Figure 1. Met1 routing (run 1).
The bar under the picture is 50 um long. Supply wires on this layer in gray. Cells faint in the background.
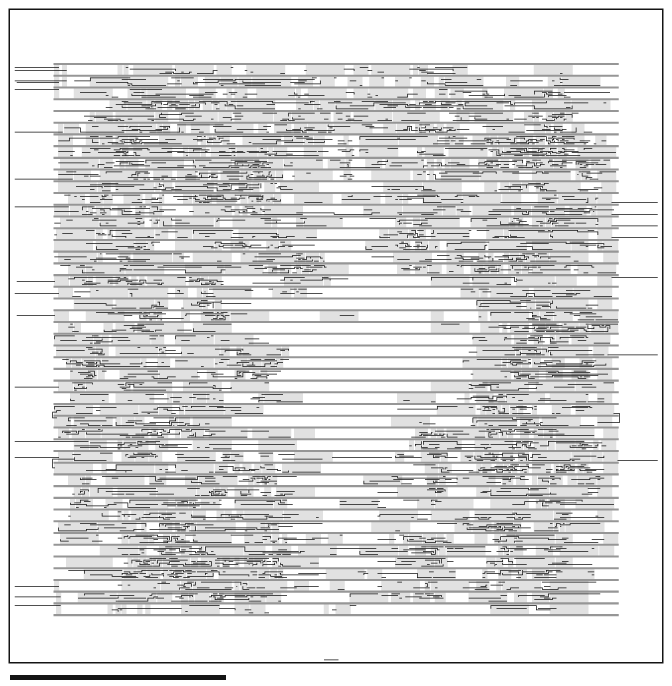
Figure 2. Track usage over the die (run 1).
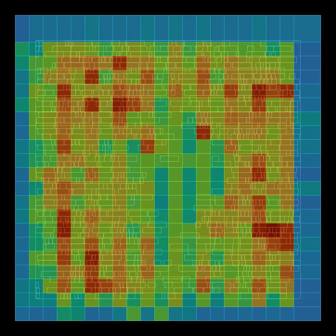
Figure 3. Signal wires by layer (run 1).
Only two layers are drawn.
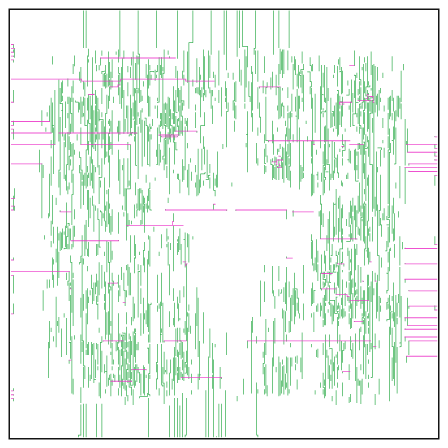
Figure 4. Sequential cells grouped by signal name (run 1).
The bar under the picture is 50 um long.
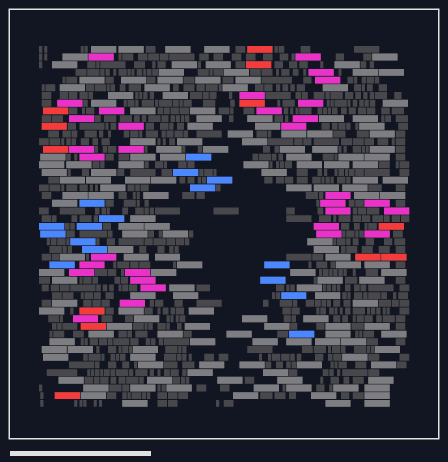
==> config.mk <==
export PLATFORM = sky130hd
export DESIGN_NAME = pwm_btn_ctrl
export DESIGN_NICKNAME = d
export VERILOG_FILES = /design/src/rtl/pwm_btn_pkg.sv /design/src/rtl/btn_edge_debounce.sv /design/src/rtl/pwm_btn_ctrl.sv
export SDC_FILE = /design/constraint.sdc
export NUM_CORES = 1
export LEC_CHECK = 0
export CAP_MARGIN = 20
export CORE_MARGIN = 10
export CORE_UTILIZATION = 60
export DETAILED_ROUTE_END_ITERATION = 16
export GPL_ROUTABILITY_DRIVEN = 0
export GPL_TIMING_DRIVEN = 0
export HOLD_SLACK_MARGIN = 0.1
export MAX_ROUTING_LAYER = met4
export PLACE_DENSITY = 0.92
export RECOVER_POWER = 50
export REMOVE_ABC_BUFFERS = 1
export SLEW_MARGIN = 10
export SYNTH_ARGS = -nofsm -noshare
export SYNTH_HDL_FRONTEND = slang
export SYNTH_SLANG_ARGS = --single-unit
==> constraint.sdc <==
create_clock -name clk -period 17.7 [get_ports clk]
set_input_delay 5.31 -clock clk [delete_from_list [all_inputs] [get_ports clk]]
set_output_delay 5.31 -clock clk [all_outputs]
set_load 0.005 [all_outputs]
==> commit_impl_results.txt, run 1 <==
Store results of the implementation flow

- Hpwl dp: 12600 um
- Of the total synthesized cell area, the portion taken by XOR and XNOR cells is 0.0779.
- Wire length of the first global-routing pass: 31200 um
- After detailed routing, the number of vias per cell comes to 5.62.
- Hold buffers post-CTS: 0
- The final timing report lists a max-slew violation count of 121.
- TritonCTS clock tree: yes
- Logged for this run, the post-placement worst setup slack is 10.76 ns.
* Headroom to the max-slew limit: -2.41
* DR pass1 iterations: 5
* Biggest area consumer among synthesized cells: sky130_fd_sc_hd__dfrtp_1
- Top area contributor share: 0.542
- The run finished, with violations left.
- Synth top cells by count: sky130_fd_sc_hd__dfrtp_1, sky130_fd_sc_hd__xnor2_1, sky130_fd_sc_hd__nand3_1
- Hold Crit Depth: 0
* Maximum number of pins on one net before global-route repair: 121
* Number of remaining DRC errors: 0
* Power per cell area: roughly 89 mW/mm2
- The share of the core area taken by cells at floorplan is 0.617.
* CTS max path bufs: 3
* Crit-path max cell delay: around 2.9 ns
* Arrival @ worst endpoint: 8.78 ns
* Via count of the first global-routing pass: 6583
- The floorplan step set the die height to between 150 and 200 um.
* Element type at the critical path start: primary input
- CP Max Fanout: 120
- Multi-input logic area: around 0.0041 mm2
- Required @ worst endpoint: 17.39 ns
- Synth warn: 0
- Flop area: between 0.005 and 0.006 mm2
* Top flip-flop cell by instance count after synthesis: sky130_fd_sc_hd__dfrtp_1
* Worst min-delay path class: reg2reg
- The flow reports an fmax of about 110 MHz.
- Summed over all layers, the global routing overflow is 0.
- Most used logic cell in the final layout: sky130_fd_sc_hd__dfrtp_1
- Violated checks: capacitance limit, slew limit
- The clock net in this run drives a total of approximately 220 sinks.
* Worst path bufs/invs: 2
- Per the synthesis report, the simple-gate share of the synthesized area is 0.141.
- The first routing iteration left 405 violations.
- Number of ports placed on the die boundary: around 82
- Detailed placement reports a standard cell area of 0.0110 mm2.
* Number of rows in the core area: 47
- Of the total synthesized cell area, the portion taken by full adders, half adders and majority gates is 0.0629.
- After routing the design area is 0.0116 mm2.
* Power share of the clock group: 0.466
- Final hold vios: 0
- Sequential fraction of the synthesis area: 0.542
- Before any placement, the netlist area is recorded as 0.0103 mm2.
* Share of flip-flops with an asynchronous set or reset after synthesis: 1.00
- Buffer cell driving the clock tree root: sky130_fd_sc_hd__clkbuf_16
- Per the STA report, the cell with the highest stage delay on the worst path is sky130_fd_sc_hd__clkinvlp_2.
- Max cap viols: 1
- Combinational share of power: 0.023
* Net switching share of the total power: 0.208
* Clk ins delay skew pair: 0.50 ns
* Cell with the most instances after synthesis: sky130_fd_sc_hd__dfrtp_1
- Yosys mapped the design onto 52 distinct sky130hd cell types.
* Group drawing the most power: sequential cells
* Kind of critical path: in2async
- Per the cell usage report, the commonest logic cells after layout are sky130_fd_sc_hd__dfrtp_1, sky130_fd_sc_hd__xnor2_1, sky130_fd_sc_hd__nand3_1.
* Peak supply drop: 0.000104 V
* Worst path cell trace: dlygate4sd3_1, clkinvlp_2
* Buffers inserted by post-CTS timing repair: 0
- The analysis attributes to cell leakage a power of ~5.3 nW.
* Mux area share: 0.0664
* Total Power Consumption: 1.03 mW
* CTS Buf Count: 23
- Worst Hold Slack: 0.346 ns
* Syn_area_per_cell: around 12 um2
- Clock distribution power: 0.479 mW
- Antenna Cells: 0
- For the worst flop-to-flop path, the logic depth is 6.
- Overall chip area: 0.0229 mm2
Back to the opening pictures, Figure 1:
The layer holds 44% of the routed length. The longest straight run is 21.2 um. The wires run mostly horizontal. The layer carries 8100 um of wire.
Post-Route WL: 18400 um
met1 routing resource usage after global routing: 0.204
total number of vias: 6564

Back to the opening pictures, Figure 2:
Global Route met3 Usage: 0.0289
wire length per cell: 15.8 um
global-route layer with the greatest usage: met2

Back to the opening pictures, Figure 3:
met2: shown in green, wire length 9220 um. met3: shown in magenta, wire length 727 um.
GRT Total Usage: 0.165

Back to the opening pictures, Figure 4:
g_ch.r_psc_active: shown in red, placed flops 12. g_ch.u_psc_db.r_cnt: shown in blue, placed flops 16. g_ch.r_pc: shown in magenta, placed flops 32.
Another 164 sequential cells are not colored.
sequential power: 0.524 mW
core occupancy in the finished layout: 0.691

[run 1: final cells by class]
cell class / count / share of cell area
tap: 220 / 0.0238
clock inverter: 7 / 0.00768
timing repair buffer: 62 / 0.0551
sequential: 224 / 0.484
clock buffer: 35 / 0.0571
inverter: 55 / 0.0179
multi-input combinational: 565 / 0.354
[run 1: layer usage]
| metal | GRT usage | wire length, um |
|---|---|---|
| met1 | 0.204 | 8100 |
| met2 | 0.276 | 9220 |
| met3 | 0.0289 | 726 |
| met4 | 0.0423 | 388 |
| met5 | - | 0 |
Figure 5. Nets reached from selected ports (run 1).
The bar under the picture is 50 um long.
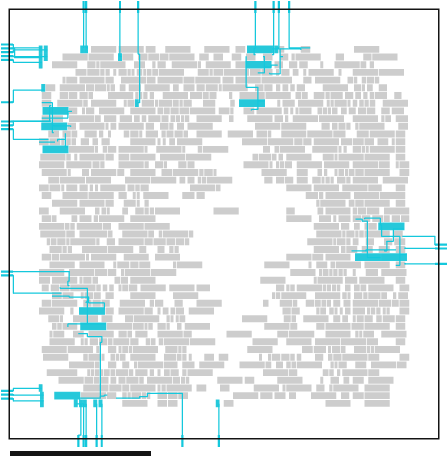

## Run 2: what changed since run 1
CORE_UTILIZATION = 58   (was 60)
PLACE_DENSITY = 0.89   (was 0.92)
clock period = 9.1 ns   (was 17.7 ns; I/O delays follow)
Figure 6. Nets reached from selected ports (run 2).
The bar under the picture is 50 um long.
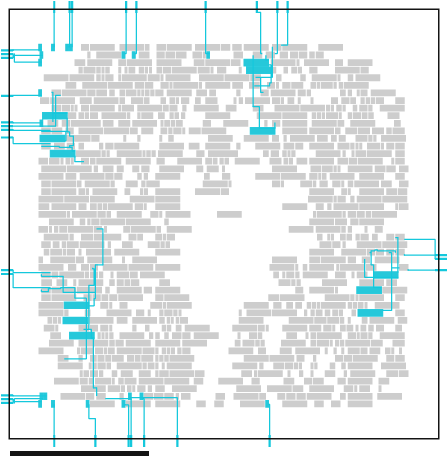
psc_q: shown in cyan, direction output, edge 13 left, 9 top, 7 bottom, 3 right, end cells 32, buffers 12, wire 879 um.
number of input and output port buffers inserted: 61
number of ports placed on the die boundary: 82

Figure 7. Signal wires by layer (run 2).
Only two layers are drawn.
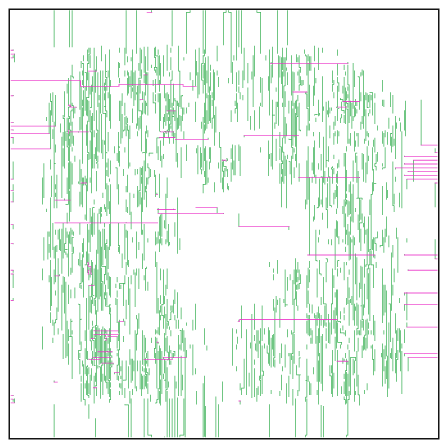
met2: shown in green, wire length 9320 um. met3: shown in magenta, wire length 662 um.
Post-Route WL: 18500 um
wire length per cell: 15.8 um
GRT Total Usage: 0.161
total number of vias: 6506

==> run 2 against run 1 <==
  * The run still ends with capacitance limit, slew limit left
  * Clock skew up 0.0041 ns
  * Largest cell class unchanged
  * Sequential power rose by 95%
  * Critical path type unchanged
  * Synthesized area is the same
  * Combinational power rose by 100%
  * Clock power rose by 95%
  * Sequential share of layout area shrank 0.099 points
  * Largest power group unchanged
  * Flip-flop count stayed put
  * Via count down 0.88%
  * First-iteration DRC count down 17%
  * Worst setup slack got worse by 4.5 ns
==> commit_impl_results.txt, run 2 <==
Store results of the implementation flow

- For the pin with the worst max-slew slack, the measured transition is 2.49 ns.
* Met3 wire length: 661 um
* CTS Buf Count: 23
- DR pass1 iterations: 4
- Per the final report, max-transition violations number 56.
* Hpwl dp: 12700 um
* Sequential fraction of the synthesis area: 0.542
- Overall chip area: 0.0236 mm2
* Hold Crit Depth: 0
- 1st-iter DRT viols: 336
- The number of global-route vias before repair is slightly below 7000.
- The report lists the power per cell area as 172 mW/mm2.
- Effective utilization at floorplan: 0.596
* Max Clock Freq: 201 MHz
- The post-route report lists met1 wire length as 8100 um.
- TritonRoute reported its final design rule violation total as 0.
* Uppermost layer routed: met4
- Sequential power: 1.02 mW
- The worst setup path is captured at an async pin.
- Die width: 154 um
* Worst Hold Slack: 0.353 ns
- Worst min-delay path class: reg2reg
* Core occupancy in the finished layout: 0.668
* Tap cell count: 225
- Of the available clock period, the critical path in the final layout requires 0.547.
- Biggest area consumer among synthesized cells: sky130_fd_sc_hd__dfrtp_1
- R2r worst-path depth: 6
- Count of cell types in the netlist: 52
- Along the worst path, the maximum fanout reaches about 94.
* Multi-input logic area: 0.00409 mm2
* Peak supply drop: 0.000173 V
- Hold buffers post-CTS: 0
* Clock network area share: 0.0641
- CTS max path bufs: 3
- Warnings reported by Yosys during synthesis add up to 0.
- The mapped netlist covers 0.0103 mm2.
- Most used logic cell in the final layout: sky130_fd_sc_hd__dfrtp_1
- Total length of routed met2 wires: 9320 um
- CTS placed an instance of sky130_fd_sc_hd__clkbuf_16 at the clock tree root.
- Clock distribution power: 0.933 mW
- The final reports fail on capacitance limit, slew limit.
- Number of rows in the core area: 48
- Per the layout area report, the combinational fraction of cell area is 0.353.
- Number of vias per cell: between 5 and 6
* Mi-comb count: about 570
- Measured on the final layout, buffering overhead outside the clock network stands at 0.0574.
* Number of sinks handled by clock tree synthesis: about 220
- The worst-case max-slew headroom was logged as -0.670.
- Yosys mapped a number of flops with a built-in enable equal to 0.
* Count of non-CTS buffers in the layout: 63
- Kind of critical path: in2async
- GR Util met2: 0.269
* Power share of the clock group: 0.466
* Commonest cells after routing, fill and taps aside: sky130_fd_sc_hd__dfrtp_1, sky130_fd_sc_hd__xnor2_1, sky130_fd_sc_hd__nand3_1
* Number of clock buffers in the layout: 33
- Maximum number of pins on one net before global-route repair: 95
- Flop area: 0.00561 mm2
* Arrival @ worst endpoint: roughly 5.6 ns
- The worst setup path is launched from a primary input.
* Syn_area_per_cell: about 12 um2
- The analysis attributes to net switching a power of 0.408 mW.
* Net switching share of the total power: 0.204
- Non-clock inverters in the final layout number 55.
- Reg power frac: 0.510
- Required @ worst endpoint: 9.74 ns
* Largest cell class: registers
- Counting endpoints that fail hold in the final report gives 0.
- Combinational share of power: 0.024
* Setup-failing EPs final: 0
* Total Power Consumption: 2.00 mW
- Clk ins delay skew pair: roughly 0.50 ns
- The run finished, with violations left.
* Die extent in y: 154 um
* Top flip-flop cell by instance count after synthesis: sky130_fd_sc_hd__dfrtp_1
* Synth top cells by count: sky130_fd_sc_hd__dfrtp_1, sky130_fd_sc_hd__xnor2_1, sky130_fd_sc_hd__nand3_1
- Timing analysis after detailed placement gives a worst setup slack of ~4.7 ns.
- Leakage: 5.35 nW
- The fraction of cell area in sequential cells is reported as 0.483.
- Share of flip-flops with an asynchronous set or reset after synthesis: 1.00
- The first global-routing pass estimated 32300 um of wire.
- For this run the aggregate overflow at the end of global routing stands at 0.
* Count of flip-flops and latches: 224
- Global-route layer with the greatest usage: met2
- Routing resource usage on met3 recorded by global route was 0.0276.
- The layout stage reports a final design area of about 0.012 mm2.
* Top area contributor share: 0.542
- TritonCTS built the clock tree.
- Group drawing the most power: sequential cells
- Antenna Cells: 0
- The report counts max-capacitance violations totalling 1.
==> run 2: cell families (layout without fill, tap and decap cells) <==
kind of cell	after synthesis	count (layout)	synth area share
XOR/XNOR	92	92	0.0779
AND-OR/OR-AND	96	96	0.0564
flip-flops	224	224	0.542
AND/OR/NAND/NOR	248	248	0.141
adder cells (fa/ha/maj)	52	52	0.0629
other	1	20	0.000363
buffers and inverters	101	158	0.0523
multiplexers	57	57	0.0664
==> run 2: critical path: stages <==
cell	delay, ns
sky130_fd_sc_hd__dlygate4sd3_1	0.55
sky130_fd_sc_hd__clkinvlp_2	1.42
sky130_fd_sc_hd__buf_16	0.46
sky130_fd_sc_hd__buf_16	0.36
Power and IR drop assume default switching activity.
